### config.mk
export PLATFORM = sky130hd
export DESIGN_NAME = vend_credit_fsm
export DESIGN_NICKNAME = d
export VERILOG_FILES = /design/src/rtl/vend_pkg.sv /design/src/rtl/vend_drop_timer.sv /design/src/rtl/vend_credit_fsm.sv
export SDC_FILE = /design/constraint.sdc
export NUM_CORES = 1
export LEC_CHECK = 0
export CAP_MARGIN = 5
export CORE_MARGIN = 10
export CORE_UTILIZATION = 35
export CTS_BUF_LIST = sky130_fd_sc_hd__clkbuf_4
export DETAILED_ROUTE_END_ITERATION = 8
export GPL_TIMING_DRIVEN = 0
export PLACE_DENSITY = 0.54
export SYNTH_ARGS = -nofsm -noshare
export SYNTH_HDL_FRONTEND = slang
export SYNTH_SLANG_ARGS = --single-unit
export TNS_END_PERCENT = 100
### constraint.sdc
create_clock -name clock -period 3.8 [get_ports clock]
set_clock_uncertainty 0.05 [all_clocks]
set_input_delay 0.57 -clock clock [delete_from_list [all_inputs] [get_ports clock]]
set_output_delay 0.57 -clock clock [all_outputs]
set_load 0.01 [all_outputs]
### src/rtl/vend_pkg.sv
// Shared types for the vend credit controller.
//   state_t : controller phase (ACCEPT, VEND, REFUND)
//   coin_t  : coin slot code as presented on the coin input
package vend_pkg;

    typedef enum logic [1:0] {
        ACCEPT = 2'd0,
        VEND   = 2'd1,
        REFUND = 2'd2
    } state_t;

    typedef enum logic [1:0] {
        COIN_NONE = 2'd0,
        COIN_1    = 2'd1,
        COIN_2    = 2'd2,
        COIN_3    = 2'd3
    } coin_t;

endpackage

### src/rtl/vend_drop_timer.sv
// Loadable down-counter that times the drop pulse.
//   clock, reset : clock, async active-high reset
//   i_load       : load DROP_CYCLES (first VEND cycle follows)
//   o_done_c     : combinational, high in the last cycle of the drop pulse
module vend_drop_timer #(
    parameter int unsigned DROP_CYCLES = 3
) (
    input  logic clock,
    input  logic reset,
    input  logic i_load,
    output logic o_done_c
);

    localparam int unsigned CNT_W = $clog2(DROP_CYCLES + 1);

    logic [CNT_W-1:0] r_cnt;

    // Holds the number of drop cycles remaining, including the current one.
    always_ff @(posedge clock or posedge reset) begin
        if (reset) begin
            r_cnt <= '0;
        end else if (i_load) begin
            r_cnt <= CNT_W'(DROP_CYCLES);
        end else if (r_cnt != '0) begin
            r_cnt <= r_cnt - CNT_W'(1);
        end
    end

    assign o_done_c = (r_cnt == CNT_W'(1));

endmodule

### src/rtl/vend_credit_fsm.sv
// Coin-accepting vend controller with configurable price/coin values,
// overpay carry-over, over-limit reject, cancel/refund handshake and vend counter.
//   clock, reset              : clock, async active-high reset
//   coin_valid, coin          : coin strobe and code (00 = none)
//   cancel, refund_ack        : refund request (level) and refund acceptance
//   credit                    : credit held
//   drop                      : high while an item is dispensed
//   coin_reject               : one-cycle pulse, sampled coin not credited
//   refund_valid/amount       : pending refund and its value
//   vend_count                : total vends, wrapping
module vend_credit_fsm
    import vend_pkg::*;
#(
    parameter int unsigned CREDIT_W    = 4,
    parameter int unsigned PRICE       = 4,
    parameter int unsigned MAX_CREDIT  = 15,
    parameter int unsigned VAL1        = 1,
    parameter int unsigned VAL2        = 3,
    parameter int unsigned VAL3        = 5,
    parameter int unsigned DROP_CYCLES = 3,
    parameter int unsigned COUNT_W     = 8
) (
    input  logic                clock,
    input  logic                reset,
    input  logic                coin_valid,
    input  logic [1:0]          coin,
    input  logic                cancel,
    input  logic                refund_ack,
    output logic [CREDIT_W-1:0] credit,
    output logic                drop,
    output logic                coin_reject,
    output logic                refund_valid,
    output logic [CREDIT_W-1:0] refund_amount,
    output logic [COUNT_W-1:0]  vend_count
);

    // Two spare bits so credit plus the largest coin never overflows.
    localparam int unsigned SUM_W = CREDIT_W + 2;
    localparam logic [SUM_W-1:0] PRICE_S = SUM_W'(PRICE);
    localparam logic [SUM_W-1:0] MAX_S   = SUM_W'(MAX_CREDIT);

    generate
        if (PRICE < 1 || PRICE > MAX_CREDIT) begin : g_bad_price
            $error("vend_credit_fsm: PRICE must satisfy 1 <= PRICE <= MAX_CREDIT");
        end
        if (MAX_CREDIT >= (1 << CREDIT_W)) begin : g_bad_max
            $error("vend_credit_fsm: MAX_CREDIT must be < 2**CREDIT_W");
        end
        if (DROP_CYCLES < 1) begin : g_bad_drop
            $error("vend_credit_fsm: DROP_CYCLES must be >= 1");
        end
    endgenerate

    state_t              r_state;
    logic [CREDIT_W-1:0] r_credit;
    logic [CREDIT_W-1:0] r_refund_amount;
    logic                r_drop;
    logic                r_coin_reject;
    logic                r_refund_valid;
    logic [COUNT_W-1:0]  r_vend_count;

    logic [SUM_W-1:0]    w_val;
    logic [SUM_W-1:0]    w_sum;
    logic [SUM_W-1:0]    w_eff;
    logic                w_sampled;
    logic                w_over;
    logic                w_cancel;
    logic                w_vend;
    logic                w_timer_done;

    // Coin code to credit value.
    always_comb begin
        w_val = '0;
        case (coin_t'(coin))
            COIN_1:  w_val = SUM_W'(VAL1);
            COIN_2:  w_val = SUM_W'(VAL2);
            COIN_3:  w_val = SUM_W'(VAL3);
            default: w_val = '0;
        endcase
    end

    assign w_sampled = coin_valid && (coin != 2'b00);
    assign w_sum     = SUM_W'(r_credit) + w_val;
    assign w_over    = w_sampled && (w_sum > MAX_S);
    assign w_eff     = (w_sampled && !w_over) ? w_sum : SUM_W'(r_credit);
    // Cancel with nothing held is treated as if it were not asserted.
    assign w_cancel  = cancel && (r_credit != '0);
    assign w_vend    = (r_state == ACCEPT) && !w_cancel && (w_eff >= PRICE_S);

    vend_drop_timer #(
        .DROP_CYCLES (DROP_CYCLES)
    ) u_drop_timer (
        .clock    (clock),
        .reset    (reset),
        .i_load   (w_vend),
        .o_done_c (w_timer_done)
    );

    // Controller state and registered outputs.
    always_ff @(posedge clock or posedge reset) begin
        if (reset) begin
            r_state         <= ACCEPT;
            r_credit        <= '0;
            r_refund_amount <= '0;
            r_drop          <= 1'b0;
            r_coin_reject   <= 1'b0;
            r_refund_valid  <= 1'b0;
            r_vend_count    <= '0;
        end else begin
            r_coin_reject <= 1'b0;
            case (r_state)
                ACCEPT: begin
                    if (w_cancel) begin
                        r_state         <= REFUND;
                        r_refund_valid  <= 1'b1;
                        r_refund_amount <= r_credit;
                        r_coin_reject   <= w_sampled;
                    end else begin
                        r_coin_reject <= w_over;
                        if (w_vend) begin
                            r_state      <= VEND;
                            r_drop       <= 1'b1;
                            r_credit     <= CREDIT_W'(w_eff - PRICE_S);
                            r_vend_count <= r_vend_count + COUNT_W'(1);
                        end else begin
                            r_credit <= CREDIT_W'(w_eff);
                        end
                    end
                end
                VEND: begin
                    r_coin_reject <= w_sampled;
                    if (w_timer_done) begin
                        r_state <= ACCEPT;
                        r_drop  <= 1'b0;
                    end
                end
                REFUND: begin
                    r_coin_reject <= w_sampled;
                    if (refund_ack) begin
                        r_state         <= ACCEPT;
                        r_refund_valid  <= 1'b0;
                        r_refund_amount <= '0;
                        r_credit        <= '0;
                    end
                end
                default: begin
                    r_state <= ACCEPT;
                end
            endcase
        end
    end

    assign credit        = r_credit;
    assign drop          = r_drop;
    assign coin_reject   = r_coin_reject;
    assign refund_valid  = r_refund_valid;
    assign refund_amount = r_refund_amount;
    assign vend_count    = r_vend_count;

endmodule
route_heat.png
Drawn at 4 px/µm. 17 x 17 tiles, from dark purple (low) to yellow (high), scaled to the fullest tile. Values are wire area over tile area, all layers added.
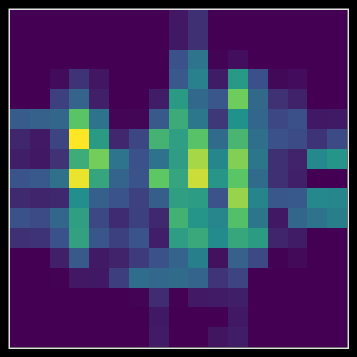
emptiest ninth of the die: south-east
tiles over half the peak: 13%
nearly empty tiles: 41%
fullest tile: 0.39
mean over tiles: 0.073
vias: 1138
average wire per cell in the routed design: 14.19 µm
Post-Route WL: 3221 µm
All-Layer GR Usage: 0.08889

sizing.png
Drawn at 3 px/µm.
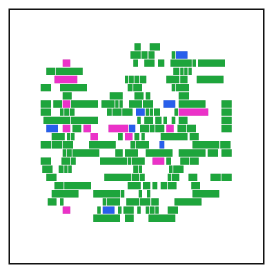
legend:
  green:
    size: x1 and smaller
    cells: 158
    share: 89%
    most_used: clkdlybuf4s50_1
  magenta:
    size: x3 and x4
    cells: 12
    share: 6.8%
    most_used: buf_4
  blue:
    size: x2
    cells: 7
    share: 4.0%
    most_used: mux2_2
post-synthesis to final-layout area growth: 26.23%
post-route design area: 1831 µm²

floorplan.png
Drawn at 6 px/µm. Pins as bars on the die edge.
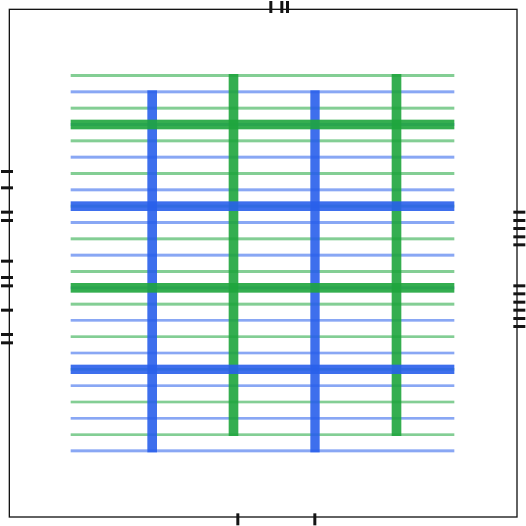
legend:
  blue:
    net: VSS
  green:
    net: VDD
met1 rails: 24
rows: 23
area of the core: 4000 µm²
IR drop worst, VDD: 0.4407 mV
Die H: 84.37 µm
horizontal extent of the die: 84.37 µm

==> run summary <==
From the run reports.

- The run finished with clean final reports.
- The highest clock rate this design can be run at is 280.6 MHz.
- The number of pins exceeding their max-slew limit in the final report is 0.
- In this run the tools logged warnings totalling 31.
- The internal portion of total power is 806.3 µW.
- CTS reports a maximum clock tree buffer depth of 2.
- The combinational cell fraction of total power is 0.605.
- For this run the top cell type by instance count after synthesis was sky130_fd_sc_hd__dfrtp_1.
- The kind of capture point of the worst setup path is a flip-flop.
- The total congestion overflow after global routing is 0.
- The main area contributors are sky130_fd_sc_hd__dfrtp_1 40%, sky130_fd_sc_hd__ha_1 10%, sky130_fd_sc_hd__a22o_1 5.4%.
- The post-place setup slack is -0.2248 ns.
- The estimated wirelength of the detail-placed design reads 2480 µm.
- The cell-mix breakdown from Yosys lists the compound-gate area share as 0.1872.
- The final weighted congestion of routability-driven global placement reads 0.7325.
- The cell type with the largest total area after synthesis is sky130_fd_sc_hd__dfrtp_1.
- Listed in order, past its start point the critical path passes clkdlybuf4s50_1 -> or2_1 -> ha_1 -> inv_1 -> fa_1 -> nor2b_1 -> o21ai_1 -> nand2_1 -> mux2i_1 -> inv_1 -> ha_1 -> a41o_1 -> o21bai_4 -> buf_4 -> nor3_1 -> xor2_1.
- The synthesis report lists the Yosys warning total as 0.
- The number of fill cells is 379.
- The clock tree from TritonCTS reads built.
- According to the Yosys statistics, the synthesized design has a chip area of 1450 µm².
- The critical path's largest stage delay is 0.50 ns.
- The number of antenna violations at the first check in global routing is 0.
- The accumulated negative setup slack is 0 ns.
- The switching fraction of total power is 0.4287.
- The via count of the first global-routing pass is 1104.
- The most frequently placed logic cell in the final layout reads sky130_fd_sc_hd__clkdlybuf4s50_1.
- Setup repair after global routing left no endpoint under its margin.
- The total clock network power is 114 µW.
- The first global-routing pass estimated 5368 µm of wire.
- Of the total synthesized cell area, the portion taken by XOR and XNOR cells is 0.06040.
- The required time at the endpoint of the critical path is 3.95 ns.
- CTS built an H-tree with a depth of 1.
- The nature of the critical path startpoint is an input pin.
- The arrival time at the worst endpoint is 3.72 ns.
- The proportion of power drawn by flip-flops and latches is 0.315.
- The routed via count divided by cell count is 5.013.
- At floorplan, the net count of the design was reported as 163.
- The top cell type's share of synthesized area reads 0.3969.
- The initial core utilization reads 0.3625.
- The slack of the critical path reads 0.2368 ns.
- The number of buffers added by the clock tree synthesis step is 3.
- The DRC violations left is 0.
- Synthesis produced a netlist whose cell count is 143.
- The static leakage is 0.8625 nW.
- The part of the cycle the worst path needs is 0.9377.
- The clock drives 23 sinks.
- Sorting the synthesized cells by how often they occur yields 23 x sky130_fd_sc_hd__dfrtp_1, 16 x sky130_fd_sc_hd__inv_1, 12 x sky130_fd_sc_hd__ha_1, 12 x sky130_fd_sc_hd__nand2_1, 9 x sky130_fd_sc_hd__a22o_1.
placed.png
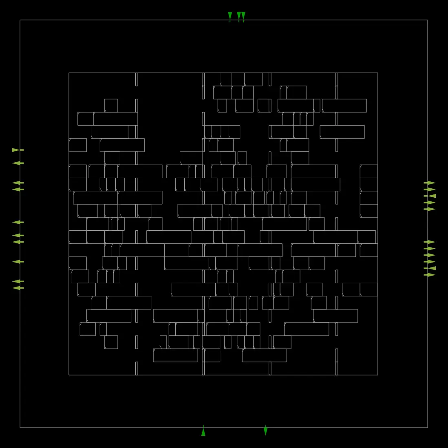
Seq/total area: 0.3144
flip-flops: 23
inserted tap cell count: 50

closeup.png
Window x 17 to 67, y 34 to 84 µm. Cells in grey, sequential cells in the stronger grey; small squares are vias.
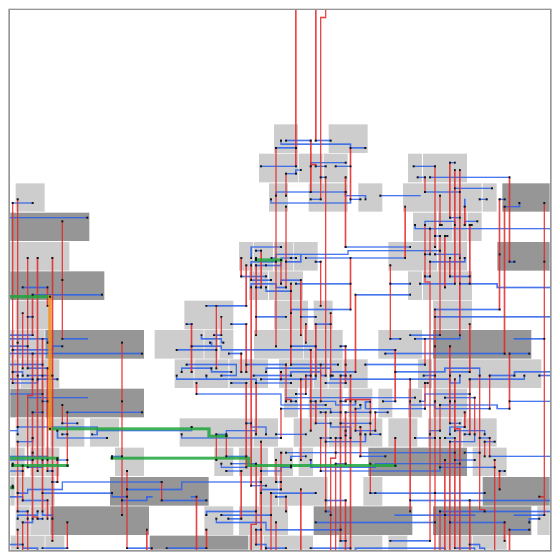
legend:
  blue:
    layer: M1
  red:
    layer: M2
  green:
    layer: M3
  orange:
    layer: M4
sequential cells in the window: 13
most frequent: dfrtp_1 (13), inv_1 (10), ha_1 (8)
cells with their middle in the window: 106
netlist names of flops here include: vend_count (5), credit (3), refund_amount (3)

-- area by class of cell --
| cell class | instances | area (µm²) | share of cell area |
|---|---|---|---|
| multi-input combinational | 103 | 813.3 | 0.4443 |
| sequential | 23 | 575.6 | 0.3144 |
| timing repair buffer | 30 | 287.8 | 0.1572 |
| tap | 50 | 62.56 | 0.03418 |
| inverter | 16 | 60.06 | 0.03281 |
| clock buffer | 3 | 22.52 | 0.01230 |
| clock inverter | 1 | 5.005 | 0.002734 |
| buffer | 1 | 3.754 | 0.002051 |
-- path summary, 6_finish.rpt --
kind	endpoint	startpoint	slack [ns]	cells after the start
worst max-delay path	vend_count[5]$_DFFE_PP0P_	coin[0]	0.24	16
worst min-delay path	vend_count[7]$_DFFE_PP0P_	vend_count[7]$_DFFE_PP0P_	0.43	1
worst max register to register	vend_count[5]$_DFFE_PP0P_	credit[0]$_DFFE_PP0P_	0.58	14
worst min register to register	vend_count[7]$_DFFE_PP0P_	vend_count[7]$_DFFE_PP0P_	0.43	1
max in group asynchronous	refund_amount[1]$_DFFE_PP0P_	reset	2.49	2
min in group asynchronous	u_drop_timer.r_cnt[1]$_DFFE_PP0P_	reset	0.67	2
-- through the flow --
stage / cell area, µm² / hold slack [ns] / util
floorplan: 1450 / 0.4539 / -
CTS: 1790 / 0.4401 / 0.4476
global placement: 1763 / 0.4127 / 0.4407
finish: 1831 / 0.4343 / 0.4576
global route: 1831 / 0.4563 / 0.4576
detailed placement: 1763 / 0.4125 / 0.4407
-- metal layers --
layer	track usage	part of all wire	vias to the layer above
met3	0.04444	0.079	2
met4	0.01347	0.0037	0
met5	0	0	-
met1	0.1093	0.46	535
met2	0.1390	0.46	29
li1	-	-	572
Power figures rest on the tool's default switching activity, not on a simulated workload.
